==> config.mk <==
export PLATFORM = sky130hd
export DESIGN_NAME = pipe_credit_buf
export DESIGN_NICKNAME = d
export VERILOG_FILES = /design/src/rtl/pipe_credit_pkg.sv /design/src/rtl/pipe_credit_fifo.sv /design/src/rtl/pipe_credit_buf.sv
export SDC_FILE = /design/constraint.sdc
export NUM_CORES = 1
export LEC_CHECK = 0
export ABC_AREA = 1
export CAP_MARGIN = 20
export CORE_MARGIN = 3
export CORE_UTILIZATION = 50
export DETAILED_ROUTE_END_ITERATION = 8
export PLACE_DENSITY = 0.77
export SYNTH_ARGS = -nofsm -noshare
export SYNTH_HDL_FRONTEND = slang
export SYNTH_SLANG_ARGS = --single-unit
==> constraint.sdc <==
create_clock -name clk -period 3.14 [get_ports clk]
set_clock_uncertainty 0.2 [all_clocks]
set_input_delay 0.628 -clock clk [delete_from_list [all_inputs] [get_ports clk]]
set_output_delay 0.628 -clock clk [all_outputs]
set_load 0.005 [all_outputs]
==> run_1/final_clocks.png <==
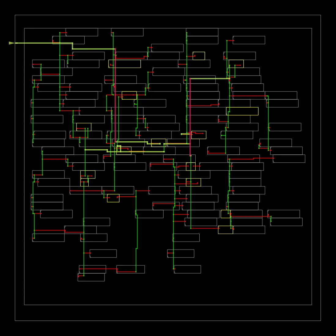
Clock Buffer Count: 9
Late-Pin Clk Latency: 360 ps
registers: 109
TritonCTS Sinks: 109

==> run_1/gate_families.png <==
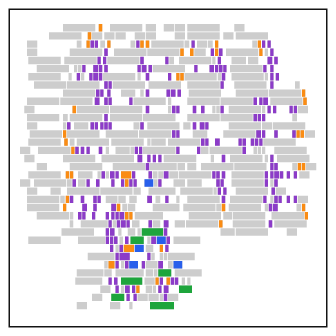
Key: green = adder and majority cells [cells 7, where south]; orange = NOR gates [cells 43, where widely spread]; blue = XOR/XNOR gates [cells 5, where south]; purple = NAND gates [cells 207]
Comb area share: 0.229
most numerous logic cell after layout: nand2_1
Non-Filler Instances: 647

==> run_1/drive_strength.png <==
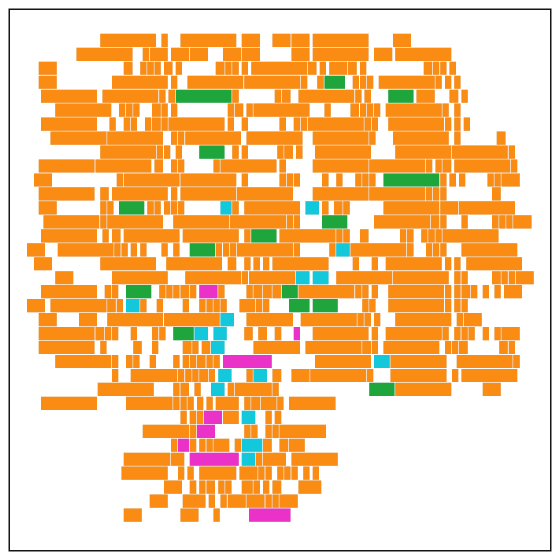
Key: cyan = drive 3 to 4 [cells 17, most used buf_4]; orange = drive 1 or less [cells 478, most used nand2_1]; magenta = drive 2 [cells 8]; green = drive 6 and up [cells 15, most used clkbuf_8]
bufs w/o clock: 53
post-layout instance area: 5600 sq um
Final WS setup: 135 ps

==> flow_metrics.py, run 1 <==
# Auto-generated metrics
metrics = {
    "run_status": {
        "outcome": "finished, final reports clean",
    },
    "yosys": {
        "top_cell": "nand2_1",
        "yosys.area_share.xor_xnor": 0.00890,
        "synth.top_cell.area_share": 0.586,
        "numSynthFlops": 109,
        "yosys.area.top_type": "edfxtp_1",
        "fp_nets": 526,
        "compound_area_frac": 0.0229,
        "avgSynthCellArea_sq_um": 10.2,
        "ys_types": 24,
        "synthArstFlopShare": 0.119,
        "top_cells_by_area": "edfxtp_1 59%, nand2_1 14%, dfrtp_1 6.6%, inv_1 3.9%, buf_4 3.7%",
        "common_cells": "179 x nand2_1, 96 x edfxtp_1, 51 x inv_1, 40 x nor2_1, 27 x nand3_1",
        "ys_sh_mux": 0,
        "netlist_area_sq_um": 4920,
        "edf_count": 96,
        "simple_gate_area_frac": 0.202,
        "synthCells": 482,
        "ys_area_sq_um": 4920,
        "yosys_warnings": 0,
        "top_logic_kind": "simple AND/OR/NAND/NOR gates",
        "yosys_cells": 482,
        "ff_type": "edfxtp_1",
        "ys_sh_adder": 0.0224,
        "postSynthSeqShare": 0.652,
    },
    "critical_path": {
        "cp_top_family": "adder cells",
        "cpPeakStageDelay_ps": 510,
        "arrival_ps": 2180,
        "start_kind": "register",
        "rr_worst_depth": 13,
        "cp_max_fo": 3,
        "endpoint_kind": "output port",
        "path_buffers": 2,
        "path_cells": "nand2_1, inv_1, fa_2, nand3_1, and3_4, clkdlybuf4s50_1",
        "path_class": "register to output port",
        "crit_cells": 6,
        "critPathSlowestCell": "fa_2",
        "reg2reg_slack_ps": 580,
        "cp.required_ps": 2310,
    },
    "floorplan": {
        "rows": 35,
        "io_pins": 73,
        "chipWidth_um": 105,
        "core_sq_um": 9420,
        "die_y_um": 105,
        "nWellTaps": 129,
        "fp_util": 0.523,
        "dieArea_sq_um": 11100,
    },
    "power": {
        "p_per_area_nw_per_um2": 919,
        "comb_power_mw": 2.20,
        "sequentialPowerShare": 0.389,
        "intPower_mw": 3.28,
        "p_seq_mw": 2.00,
        "top_power_group": "combinational logic",
        "irDropWorstVdd_uv": 422,
        "power.leakage_nw": 2.39,
        "comb_power_share": 0.428,
        "p_clk_mw": 0.939,
        "total_power_mw": 5.14,
        "clkPwrFrac": 0.183,
        "power.net_switching_mw": 1.86,
        "switching_share": 0.362,
    },
    "clocking": {
        "cts.path.max_buffers": 2,
        "post_cts_buffers": 0,
        "clockRootBuffer": "clkbuf_8",
        "cts_hold_repair.buffers": 0,
        "cts_tree": "done",
        "cts_resized": 0,
        "clkSlewWorstSetupHoldPaths_ps": 100,
        "htree_levels": 3,
        "numCtsBuffers": 9,
    },
    "layout": {
        "syn2layout_area_growth_pct": 13.7,
        "drive_gt1_frac": 0.0772,
        "final-seq-area_sq_um": 3210,
        "sh_seq_area": 0.574,
        "inverters": 54,
        "logic_gates": 286,
        "nonClkBufAreaFrac": 0.0897,
        "most-common-layout-cells": "179 x nand2_1, 96 x edfxtp_1, 51 x inv_1",
        "fin_util": 0.594,
        "dominant_cells": "sequential cells",
        "diodes": 0,
        "clock_cell_area_share": 0.0414,
        "final-comb-area_sq_um": 1280,
        "largest_register_ffs": 96,
        "fin_nets": 557,
        "fillers": 774,
    },
    "global_routing": {
        "grt-busiest-layer": "met2",
        "grt_pass1_wl_mm": 14.7,
        "grtUsageMet2": 0.283,
        "grt_max_degree": 50,
        "grt_antenna_before_repair": 0,
        "grt.total_usage": 0.168,
        "use_met3": 0.0420,
        "use_met1": 0.205,
        "grt_pass1_vias": 3133,
        "overflow": 0,
    },
    "route": {
        "top_layer_used": "met4",
        "wl_mm": 8.82,
        "wl_met3_um": 570,
        "vias": 3198,
        "drt-pass1-iter-count": 5,
        "initialDrtViolationCount": 193,
        "wl_met2_mm": 4.46,
        "drcViolationCount": 0,
        "wl_per_cell_um": 13.6,
        "viasPerCell": 4.94,
        "ant_nets": 0,
        "met1_length_mm": 3.69,
    },
    "placement": {
        "place_congestion": 0.763,
        "dpl.cell_count": 628,
        "pre_cts_slack_ps": 442,
        "post-dp-hpwl_mm": 5.43,
        "placed_area_sq_um": 5330,
        "port_buffers": 40,
    },
    "final_timing": {
        "worst_pin_slew_ps": 603,
        "finalSetupTns_ps": 0,
        "hold_ws_ps": 278,
        "fin_crit_ps": 3010,
        "fmax_mhz": 333,
        "rsz0062_at_grt": "no",
        "finalClockPeriodUsage": 0.957,
        "slew_headroom": 0.598,
        "finalSetupViolations": 0,
        "slew_violations": 0,
        "finalHoldViolations": 0,
    },
    "min_path": {
        "min_path_type": "register to register",
        "min_path_cells": 1,
    },
    "job": {
        "cap_violations": 0,
        "openroad.warnings": 26,
    },
}
==> run_1/cell_classes.png <==
Bar = 20 um. Fill, decap, tap and diode cells in grey.
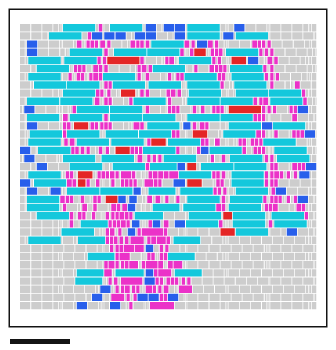

==> run 1 -> run 2 <==
ABC_AREA = not set   (was 1)
CTS_BUF_LIST = sky130_fd_sc_hd__clkbuf_8   (was not set)
RECOVER_POWER = 50   (was not set)
==> run_2/cell_classes.png <==
Bar = 20 um. Fill, decap, tap and diode cells in grey.
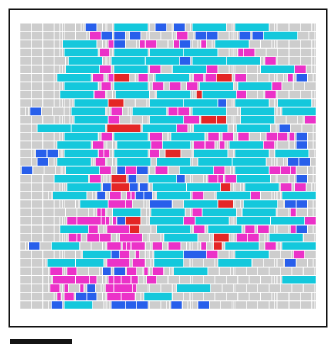
Key: blue = other buffers and delay cells [cells 56]; magenta = all other logic [cells 136]; red = clock drivers and dummy loads [cells 16]; cyan = flops [cells 109]
Seq area share: 0.604
Core Area: 8850 sq um

==> flow_metrics.py, run 2 <==
# Auto-generated metrics
metrics = {
    "final_timing": {
        "hold_ws_ps": 283,
        "slew_violations": 0,
        "slew_headroom": 0.572,
        "finalSetupTns_ps": 0,
        "fin_crit_ps": 2980,
        "finalHoldViolations": 0,
        "rsz0062_at_grt": "no",
        "finalClockPeriodUsage": 0.951,
        "finalSetupViolations": 0,
        "fmax_mhz": 335,
        "worst_pin_slew_ps": 640,
        "fin_ws_ps": 155,
    },
    "yosys": {
        "ys_area_sq_um": 4620,
        "simple_gate_area_frac": 0.0420,
        "yosys_cells": 272,
        "top_cells_by_area": "edfxtp_1 62%, mux2i_1 11%, dfrtp_1 7.0%, a22o_1 3.0%, buf_4 2.9%",
        "yosys_warnings": 0,
        "yosys.area.top_type": "edfxtp_1",
        "ys_sh_mux": 0.119,
        "numSynthFlops": 109,
        "ys_sh_adder": 0.0238,
        "compound_area_frac": 0.0523,
        "top_cell": "edfxtp_1",
        "ys_types": 34,
        "edf_count": 96,
        "synth.top_cell.area_share": 0.624,
        "netlist_area_sq_um": 4620,
        "ff_type": "edfxtp_1",
        "synthCells": 272,
        "top_logic_kind": "multiplexers",
        "postSynthSeqShare": 0.694,
        "avgSynthCellArea_sq_um": 17.0,
        "common_cells": "96 x edfxtp_1, 49 x mux2i_1, 18 x buf_4, 17 x a21oi_1, 16 x a22o_1",
        "fp_nets": 316,
        "synthArstFlopShare": 0.119,
        "yosys.area_share.xor_xnor": 0.0152,
    },
    "critical_path": {
        "path_cells": "and2_2, fa_1, nand2b_1, a41oi_2, nor3b_2, dlygate4sd2_1",
        "endpoint_kind": "output port",
        "cpPeakStageDelay_ps": 470,
        "reg2reg_slack_ps": 200,
        "path_class": "register to output port",
        "cp.required_ps": 2310,
        "critPathSlowestCell": "fa_1",
        "cp_max_fo": 2,
        "cp_top_family": "simple AND/OR/NAND/NOR gates",
        "start_kind": "register",
        "arrival_ps": 2160,
        "rr_worst_depth": 12,
        "crit_cells": 6,
        "path_buffers": 1,
    },
    "route": {
        "drcViolationCount": 0,
        "ant_nets": 0,
        "top_layer_used": "met5",
        "met1_length_mm": 3.40,
        "drt-pass1-iter-count": 4,
        "viasPerCell": 5.54,
        "wl_mm": 8.05,
        "wl_met3_um": 409,
        "vias": 2356,
        "wl_met2_mm": 4.08,
        "initialDrtViolationCount": 99,
        "wl_per_cell_um": 18.9,
    },
    "layout": {
        "most-common-layout-cells": "96 x edfxtp_1, 49 x mux2i_1, 21 x clkdlybuf4s50_1",
        "flops": 109,
        "final-seq-area_sq_um": 3210,
        "final-comb-area_sq_um": 1190,
        "signal_buffers": 56,
        "nonClkBufAreaFrac": 0.103,
        "design_area_sq_um": 5310,
        "largest_register_ffs": 96,
        "logic_gates": 132,
        "clkbuf_count": 9,
        "dominant_cells": "sequential cells",
        "layout.cells.most_common": "edfxtp_1",
        "drive_gt1_frac": 0.161,
        "syn2layout_area_growth_pct": 15.0,
        "clock_cell_area_share": 0.0393,
        "fin_util": 0.600,
        "fin_nets": 356,
        "final_cells": 425,
        "diodes": 0,
        "fillers": 681,
        "inverters": 4,
        "comb_area_share": 0.225,
    },
    "power": {
        "irDropWorstVdd_uv": 388,
        "sequentialPowerShare": 0.409,
        "switching_share": 0.327,
        "p_per_area_nw_per_um2": 934,
        "power.net_switching_mw": 1.62,
        "intPower_mw": 3.34,
        "power.leakage_nw": 1.98,
        "comb_power_mw": 2.07,
        "total_power_mw": 4.96,
        "comb_power_share": 0.417,
        "p_seq_mw": 2.03,
        "top_power_group": "combinational logic",
        "clkPwrFrac": 0.175,
    },
    "clocking": {
        "post_cts_buffers": 1,
        "cts.path.max_buffers": 2,
        "clockRootBuffer": "clkbuf_8",
        "clock_latency_ps": 360,
        "clkSlewWorstSetupHoldPaths_ps": 100,
        "cts_hold_repair.buffers": 0,
        "cts_tree": "done",
        "cts_resized": 4,
        "clock-sinks": 109,
        "htree_levels": 3,
    },
    "floorplan": {
        "dieArea_sq_um": 10400,
        "io_pins": 73,
        "nWellTaps": 108,
        "rows": 34,
        "die_y_um": 102,
        "fp_util": 0.522,
        "chipWidth_um": 102,
    },
    "job": {
        "openroad.warnings": 26,
        "cap_violations": 0,
    },
    "global_routing": {
        "grt_pass1_vias": 2381,
        "grt-busiest-layer": "met2",
        "overflow": 0,
        "use_met1": 0.205,
        "grt_antenna_before_repair": 1,
        "grt.total_usage": 0.163,
        "grt_max_degree": 28,
        "grt_pass1_wl_mm": 12.5,
        "grtUsageMet2": 0.275,
        "use_met3": 0.0287,
    },
    "placement": {
        "place_congestion": 0.740,
        "port_buffers": 40,
        "post-dp-hpwl_mm": 5.06,
        "pre_cts_slack_ps": 215,
        "placed_area_sq_um": 5070,
        "dpl.cell_count": 408,
    },
    "min_path": {
        "min_path_type": "register to register",
        "min_path_cells": 1,
    },
    "run_status": {
        "outcome": "finished, final reports clean",
    },
}
==> run_2/final_clocks.png <==
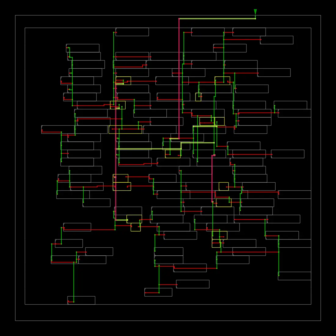
Clk. pwr: 0.867 mW
total CTS buffers: 9

Power figures rest on the tool's default switching activity, not on a simulated workload.
